==> config.mk <==
export PLATFORM = sky130hd
export DESIGN_NAME = univ_shift_reg_flat
export DESIGN_NICKNAME = d
export VERILOG_FILES = /design/src/rtl/univ_shift_reg_if.sv /design/src/rtl/univ_shift_reg.sv /design/src/flat_wrapper.sv
export SDC_FILE = /design/constraint.sdc
export NUM_CORES = 1
export LEC_CHECK = 0
export ABC_AREA = 1
export CAP_MARGIN = 20
export CORE_AREA = 10 10 71 58
export CTS_BUF_LIST = sky130_fd_sc_hd__clkbuf_8
export CTS_CLUSTER_SIZE = 24
export DETAILED_ROUTE_END_ITERATION = 7
export DIE_AREA = 0 0 81 68
export GPL_TIMING_DRIVEN = 0
export PLACE_DENSITY = 0.64
export SETUP_SLACK_MARGIN = 0.02
export SKIP_CTS_REPAIR_TIMING = 1
export SLEW_MARGIN = 20
export SYNTH_ARGS = -nofsm -noshare
export SYNTH_HDL_FRONTEND = slang
export SYNTH_SLANG_ARGS = --single-unit
==> constraint.sdc <==
create_clock -name clk -period 1.8 [get_ports clk]
set_clock_uncertainty 0.2 [all_clocks]
set_input_delay 0.27 -clock clk [delete_from_list [all_inputs] [get_ports clk]]
set_output_delay 0.27 -clock clk [all_outputs]
set_load 0.05 [all_outputs]
==> src/rtl/univ_shift_reg_if.sv <==
// Bus bundle for the universal shift register: control/data in, contents and status out.
// The master drives the controls; the slave is the register itself.
interface univ_shift_reg_if #(
    parameter int WIDTH = 8,
    parameter int CNT_W = $clog2(WIDTH + 1)
);
    logic             en;
    logic [2:0]       mode;
    logic [WIDTH-1:0] Din;
    logic             sin_l;
    logic             sin_r;
    logic [WIDTH-1:0] Dout;
    logic             sout_l;
    logic             sout_r;
    logic [CNT_W-1:0] cnt;
    logic             done;

    modport master (
        output en, mode, Din, sin_l, sin_r,
        input  Dout, sout_l, sout_r, cnt, done
    );

    modport slave (
        input  en, mode, Din, sin_l, sin_r,
        output Dout, sout_l, sout_r, cnt, done
    );
endinterface

==> src/rtl/univ_shift_reg.sv <==
// Universal shift register: load, shift, rotate and clear, plus a saturating count of
// shift/rotate steps since the last load or clear.
module univ_shift_reg #(
    parameter int WIDTH = 8,
    parameter int CNT_W = $clog2(WIDTH + 1)
) (
    input  logic              clk,
    input  logic              rst_n,
    univ_shift_reg_if.slave   bus
);
    localparam logic [2:0] MODE_HOLD  = 3'b000;
    localparam logic [2:0] MODE_LOAD  = 3'b001;
    localparam logic [2:0] MODE_SHL   = 3'b010;
    localparam logic [2:0] MODE_SHR   = 3'b011;
    localparam logic [2:0] MODE_ROTL  = 3'b100;
    localparam logic [2:0] MODE_ROTR  = 3'b101;
    localparam logic [2:0] MODE_CLEAR = 3'b110;

    localparam logic [CNT_W-1:0] CNT_MAX = CNT_W'(WIDTH);

    logic [WIDTH-1:0] dout_q, dout_d;
    logic [CNT_W-1:0] cnt_q, cnt_d;
    logic [CNT_W-1:0] cnt_inc;

    assign cnt_inc = (cnt_q == CNT_MAX) ? cnt_q : cnt_q + CNT_W'(1);

    always_comb begin
        dout_d = dout_q;
        cnt_d  = cnt_q;
        if (bus.en) begin
            case (bus.mode)
                MODE_LOAD: begin
                    dout_d = bus.Din;
                    cnt_d  = '0;
                end
                MODE_SHL: begin
                    dout_d = {dout_q[WIDTH-2:0], bus.sin_r};
                    cnt_d  = cnt_inc;
                end
                MODE_SHR: begin
                    dout_d = {bus.sin_l, dout_q[WIDTH-1:1]};
                    cnt_d  = cnt_inc;
                end
                MODE_ROTL: begin
                    dout_d = {dout_q[WIDTH-2:0], dout_q[WIDTH-1]};
                    cnt_d  = cnt_inc;
                end
                MODE_ROTR: begin
                    dout_d = {dout_q[0], dout_q[WIDTH-1:1]};
                    cnt_d  = cnt_inc;
                end
                MODE_CLEAR: begin
                    dout_d = '0;
                    cnt_d  = '0;
                end
                // hold and the reserved code 111 keep everything as is
                MODE_HOLD: ;
                default: ;
            endcase
        end
    end

    always_ff @(posedge clk) begin
        if (!rst_n) begin
            dout_q <= '0;
            cnt_q  <= '0;
        end else begin
            dout_q <= dout_d;
            cnt_q  <= cnt_d;
        end
    end

    assign bus.Dout   = dout_q;
    assign bus.sout_l = dout_q[WIDTH-1];
    assign bus.sout_r = dout_q[0];
    assign bus.cnt    = cnt_q;
    assign bus.done   = (cnt_q == CNT_MAX);
endmodule

==> src/flat_wrapper.sv <==
// flat-port wrapper written by rule: the top's interface ports become plain ports
module univ_shift_reg_flat 
#(
    parameter int WIDTH = 8,
    parameter int CNT_W = $clog2(WIDTH + 1)
)
  (clk, rst_n, bus_en, bus_mode, bus_Din, bus_sin_l, bus_sin_r, bus_Dout, bus_sout_l, bus_sout_r, bus_cnt, bus_done);
  univ_shift_reg_if #(.WIDTH(WIDTH), .CNT_W(CNT_W)) bus_i ();
  input  logic clk;
  input  logic rst_n;
  input wire logic [$bits(bus_i.en)-1:0] bus_en;
  input wire logic [$bits(bus_i.mode)-1:0] bus_mode;
  input wire logic [$bits(bus_i.Din)-1:0] bus_Din;
  input wire logic [$bits(bus_i.sin_l)-1:0] bus_sin_l;
  input wire logic [$bits(bus_i.sin_r)-1:0] bus_sin_r;
  output wire logic [$bits(bus_i.Dout)-1:0] bus_Dout;
  output wire logic [$bits(bus_i.sout_l)-1:0] bus_sout_l;
  output wire logic [$bits(bus_i.sout_r)-1:0] bus_sout_r;
  output wire logic [$bits(bus_i.cnt)-1:0] bus_cnt;
  output wire logic [$bits(bus_i.done)-1:0] bus_done;
  assign bus_i.en = bus_en;
  assign bus_i.mode = bus_mode;
  assign bus_i.Din = bus_Din;
  assign bus_i.sin_l = bus_sin_l;
  assign bus_i.sin_r = bus_sin_r;
  assign bus_Dout = bus_i.Dout;
  assign bus_sout_l = bus_i.sout_l;
  assign bus_sout_r = bus_i.sout_r;
  assign bus_cnt = bus_i.cnt;
  assign bus_done = bus_i.done;
  univ_shift_reg #(.WIDTH(WIDTH), .CNT_W(CNT_W)) u_core (.clk(clk), .rst_n(rst_n), .bus(bus_i));
endmodule
Run 1, clock wires, drivers and flops:
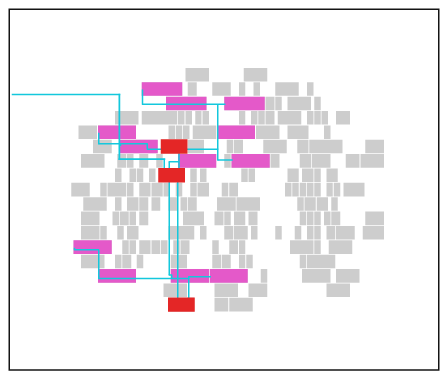
legend:
  clock wires:
    color: cyan
    length: 200 um
  flip-flops:
    color: magenta
    count: 12
  clock drivers:
    color: red
    count: 3
routed clock nets: 4

Run 1, sequential cells grouped by signal name:
Other cells in gray.
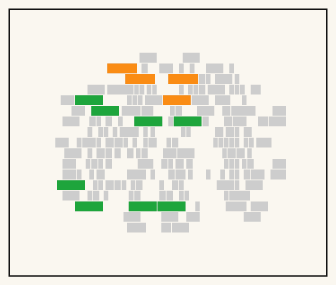
legend:
  `u_core.bus.Dout`:
    color: green
    flops: 8
  `u_core.bus.cnt`:
    color: orange
    flops: 4
    where: top center

==> impl_metrics.toml, run 1 <==
# flow metrics
[run_status]
status = "finished, final reports clean"

[final_layout]
clkCellAreaFrac_pct = 3.932
nClkBuffers = 4
logic_gate_count = 99
drive_above_1_share_pct = 16.02
nets = 204
sh_comb_area_pct = 38.70
n_all_inverters = 32
signal_buffers = 34
flops = 12
n_antenna_cell = 0
lay_top_count = "inv_1"
logic_area_um2 = 541.8
syn2layout_area_growth_pct = 49.80
final_cell_mix = "inv_1, nand2_1, nor2_1"
largest_class = "logic gates"
fillers = 310
buffer_area_share_pct = 27.44
regArea_um2 = 244.0
stdcell_area_um2 = 1400

[critical_path]
arrival_ns = 1.25
critPathRequiredTime_ns = 1.33
path_cells = "inv_1, ha_1, nand2_1, nor2_4, buf_4"
path_class = "flop to output pin"
slowest_stage = "dfxtp_2"
cp_max_fo = 4
crit_buf_inv = 2
path_delay_family = "flip-flops"
end_kind = "output pin"

[sta]
whs_ns = 0.3158
period_used_pct = 95.36
max_freq_mhz = 582.6
min_period_ns = 1.717
hold_violations = 0
report.final.slew_viol_count = 0
setup_viol = 0
tightest_slew_ns = 0.5284
slew_headroom_pct = 64.72

[grt]
grt_usage_pct = 10.04
grt_use_met1_pct = 12.23
met2_usage_pct = 15.28
gr-total-overflow = 0
grt_max_degree = 11
grt_pass1_vias = 1007
grt_use_met3_pct = 3.796

[clock_network]
clock_sinks = 12
clock_latency_ns = 0.24
cts_tree = "done"
cts_made_buffers = 3
root_buffer = "clkbuf_8"
clock_path_buffers = 2

[synth]
synth_cells = 148
yosysSeqAreaShare_pct = 25.70
syn_avg_cell_area_um2 = 6.315
syn-cell-area_um2 = 934.6
syn-num-nets = 170
yosys_warnings = 0
yosys-stat-area_um2 = 934.6
ys_types = 20

[detailed_routing]
drc = 0
first_pass_iters = 4
ant_nets = 0
avgViaCountPerCell = 4.557
post_drt_wl_per_cell_um = 12.05

[pwr]
leakagePower_nw = 0.8578
p_per_area_nw_per_um2 = 714.4

[run]
cap_violations = 0
warning_count = 30

[floorplan]
fp.dieW_um = 81
rows = 17
die_area_um2 = 5508
ios = 31
fp_util_pct = 33.29

[place]
port_buffers = 29
gp_congestion = 0.7776
placed_area_um2 = 1284
place_inst = 215
dp_hpwl_um = 2087
Run 1, cells colored by class:
The bar under the picture is 20 um long.
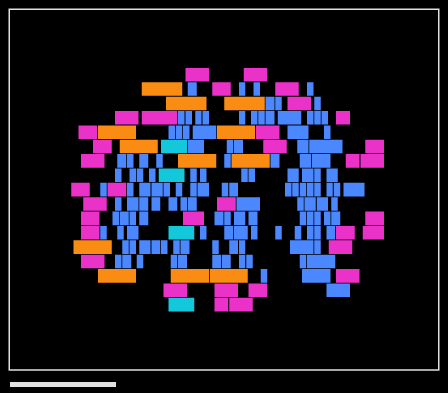
legend:
  flops:
    color: orange
    cells: 12
    share_of_their_area: 18%
  combinational and other logic:
    color: blue
    cells: 131
    share_of_their_area: 49%
  clock drivers and dummy loads:
    color: cyan
    cells: 4
    share_of_their_area: 4.1%
  other buffers and delay cells:
    color: magenta
    cells: 34
    share_of_their_area: 28%

## run 1: path summary, 6_finish.rpt
path	start	endpoint	slack, ns	cells after the start
max	u_core.bus.cnt[0]	bus_done	0.08	5
min	bus_mode[2]	u_core.bus.cnt[2]	0.32	6
max reg2reg	u_core.bus.cnt[0]	u_core.bus.cnt[0]	0.27	8
min reg2reg	u_core.bus.Dout[2]	u_core.bus.Dout[2]	0.35	2
## run 1: routing by layer
metal  up-vias  wire length (um)  part of all wire (%)
li1        531                 -                     -
met1       436              1246                    47
met2        27              1154                    44
met3         4               204                   7.7
met4         0                35                   1.3
met5         -                 0                     0
## run 1: cell families after synthesis
logic type               count (synthesis)  synth area share, %
AND/OR/NAND/NOR                         63                29.45
adder cells (fa/ha/maj)                  6                8.032
flip-flops                              12                25.70
AND-OR/OR-AND                           30                17.14
buffers and inverters                   37                19.68
## run 1: flip-flops by register name, indices dropped and copies added, names as in the netlist
name,count
u_core.bus.Dout,8
u_core.bus.cnt,4
## run 1: synthesized netlist by cell type, drive strengths merged
library cell  number  area [um^2]
a21oi              7        35.03
ha                 6        75.07
buf                4        37.53
nor2              22        82.58
bufbuf             1        18.77
o21ai             16        80.08
o21a               1        7.510
nand3              6        35.03
o22ai              6        37.54
dfxtp             12        240.2
inv               32        127.6
nand4              3        25.02
nand2             32        132.6
## run 1: report_power, final
| part | switching (mW) | internal [mW] |
|---|---|---|
| registers | 0.0213 | 0.292 |
| logic | 0.245 | 0.148 |
| clock network | 0.101 | 0.193 |
| total | 0.366 | 0.634 |
## run 1: stage by stage
stage	power, mW	worst slack [ns]	utilization, %
after floorplan	0.5779	0.06690	-
after global placement	0.7029	-0.3520	45.72
after detailed placement	0.7069	-0.4134	45.72
after CTS	1.009	-0.5027	47.68
after global routing	1.065	0.02120	49.87
final	1.000	0.08350	49.87
==> run 1 -> run 2 <==
--- a/config.mk
+++ b/config.mk
@@ -14,6 +14,7 @@
 export DIE_AREA = 0 0 81 68
 export GPL_TIMING_DRIVEN = 0
 export PLACE_DENSITY = 0.64
+export RECOVER_POWER = 25
 export SETUP_SLACK_MARGIN = 0.02
 export SKIP_CTS_REPAIR_TIMING = 1
 export SLEW_MARGIN = 20
Run 2, sequential cells grouped by signal name:
Other cells in gray.
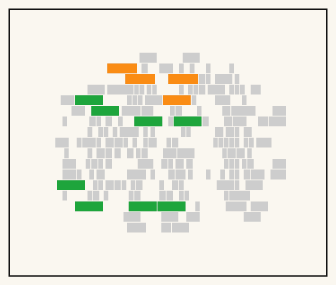
legend:
  `u_core.bus.Dout`:
    color: green
    flops: 8
  `u_core.bus.cnt`:
    color: orange
    flops: 4
    where: top center
fraction of area in registers: 18.11%
Final Util: 47.99%
register area: 244.0 um^2
seq pwr: 0.314 mW

Run 2, track usage over the die:
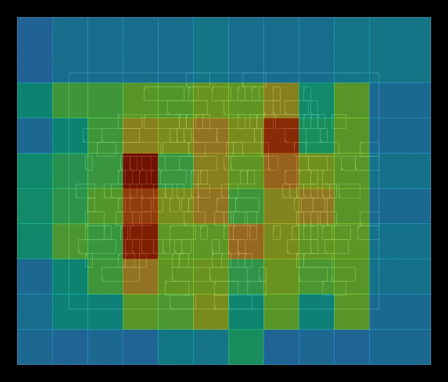
GRT Util Overall: 10.04%
global-route met3 utilization: 3.796%
wire length per cell: 12.07 um

==> run 2 against run 1 <==
Hold slack worse by 0.0016 ns. Clock power about the same. Sequential power barely moved. Sequential cell count unchanged. Synthesized cell count unchanged. Power decreased by 1.4%. Global-route usage is the same. Via count is 0.40% higher. Final area fell by 3.8%. Register-to-register slack about the same. Worst setup slack lost 0.00071 ns. Fmax barely moved. Largest cell class unchanged.
==> impl_metrics.toml, run 2 <==
# flow metrics
[critical_path]
critPathRequiredTime_ns = 1.33
path_class = "flop to output pin"
path_cells = "inv_1, ha_1, nand2_1, nor2_4, buf_4"
worstRegToRegCells = 8
r2r-end = "u_core.bus.cnt[0]"
end_kind = "output pin"
arrival_ns = 1.25
worstSetupStartpoint = "u_core.bus.cnt[0]"
slowest_stage = "dfxtp_2"
cp_max_fo = 4
r2r_start = "u_core.bus.cnt[0]"

[clock_network]
clock_sinks = 12
root_buffer = "clkbuf_8"
clock_latency_ns = 0.24
clock_path_buffers = 2
cts_made_buffers = 3
cts_tree = "done"

[detailed_routing]
drc = 0
ant_nets = 0
avgViaCountPerCell = 4.575

[sta]
slew_headroom_pct = 57.91
hold_violations = 0
period_used_pct = 95.40
whs_ns = 0.3141
layout_setup_ws_ns = 0.08279
max_freq_mhz = 582.3
tightest_slew_ns = 0.6341
setup_viol = 0
min_period_ns = 1.717

[grt]
grt_pass1_vias = 1007
grt_max_degree = 11

[synth]
synth-async-reset-ratio_pct = 0
yosys-stat-area_um2 = 934.6
synthMostInstantiatedCell = "inv_1"
synth_top_area_share_pct = 25.70
yosys_warnings = 0
ys_types = 20
top_cells_by_count = "inv_1, nand2_1, nor2_1, o21ai_0, dfxtp_1"
yosys.area.top_type = "dfxtp_1"
syn-num-nets = 170
yosysSeqAreaShare_pct = 25.70
synth_cells = 148
edf_count = 0
top_cells_by_area = "dfxtp_1, inv_1, nand2_1, nor2_1, ha_1"
synthFlopType = "dfxtp_1"

[min_path]
hold_depth = 6
hold_start = "bus_mode[2]"

[place]
port_buffers = 29
placed_area_um2 = 1284
preCtsSetupSlack_ns = -0.4134
gp_congestion = 0.7776

[final_layout]
nets = 204
largest_register_ffs = 8
drive_above_1_share_pct = 16.02
lay_top_count = "inv_1"
syn2layout_area_growth_pct = 44.18
stdcell_area_um2 = 1348

[pwr]
leakagePower_nw = 0.7511

[floorplan]
fp_util_pct = 33.29
rows = 17
fp.dieW_um = 81
die_area_um2 = 5508
ios = 31

[run]
warning_count = 30

[run_status]
status = "finished, final reports clean"
Run 2, PDN straps and rails:
Pins as bars on the die edge. Tap cells in gray.
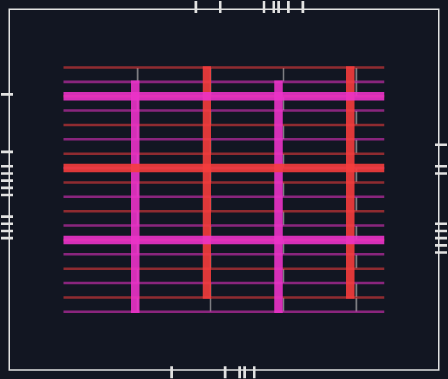
legend:
  VSS:
    color: magenta
  VDD:
    color: red
signal pins: 31
met1 rails: 18
met4 straps: 4
maximum VDD drop: 0.3913 mV
Die H: 68 um
Core ar.: 2808 um^2

==> run 2: cell counts after synthesis <==
Identical to the previous run, type by type.
==> run 2: critical path: cells and delay by family (launching register included) <==
| family | cells | cell delay [ns] |
|---|---|---|
| flip-flops | 1 | 0.36 |
| buffers and inverters | 2 | 0.27 |
| adder cells (fa/ha/maj) | 1 | 0.21 |
| AND/OR/NAND/NOR | 2 | 0.15 |
==> run 2: kinds of logic after synthesis <==
| logic type | count (synthesis) | synth area share (%) |
|---|---|---|
| buffers and inverters | 37 | 19.68 |
| AOI/OAI and AO/OA | 30 | 17.14 |
| adders and majority gates | 6 | 8.032 |
| DFF | 12 | 25.70 |
| and+or+nand+nor | 63 | 29.45 |
==> run 2: worst max-delay path by stage <==
stage,end,slack [ns],cells after the start
floorplan,u_core.bus.cnt[0],0.07,8
global placement,u_core.bus.cnt[1],-0.35,11
detailed placement,u_core.bus.cnt[1],-0.41,11
CTS,bus_done,-0.50,5
global route,bus_done,0.02,5
finish,bus_done,0.08,5
==> run 2: per-layer routing <==
layer / routed length (um) / up-vias / track usage (%)
met5: 0 / - / 0
met4: 35 / 0 / 4.957
met3: 203 / 4 / 3.796
met2: 1160 / 31 / 15.28
met1: 1243 / 437 / 12.23
li1: - / 530 / -
==> run 2: power by group <==
group	switching (mW)	leakage [nW]	internal (mW)
clock network	0.100	0.0288	0.193
registers	0.0216	0.100	0.292
logic	0.245	0.622	0.133
==> run 2: area by class of cell <==
type	count	area, um^2	share of cell area [%]
plain buffers	5	56.30	4.178
inverters	32	127.6	9.471
repair buffers	29	275.3	20.43
multi-input cells	99	541.8	40.20
clock buffers	4	55.05	4.085
well taps	38	47.55	3.528
flip-flops and latches	12	244.0	18.11
Power figures rest on the tool's default switching activity, not on a simulated workload.
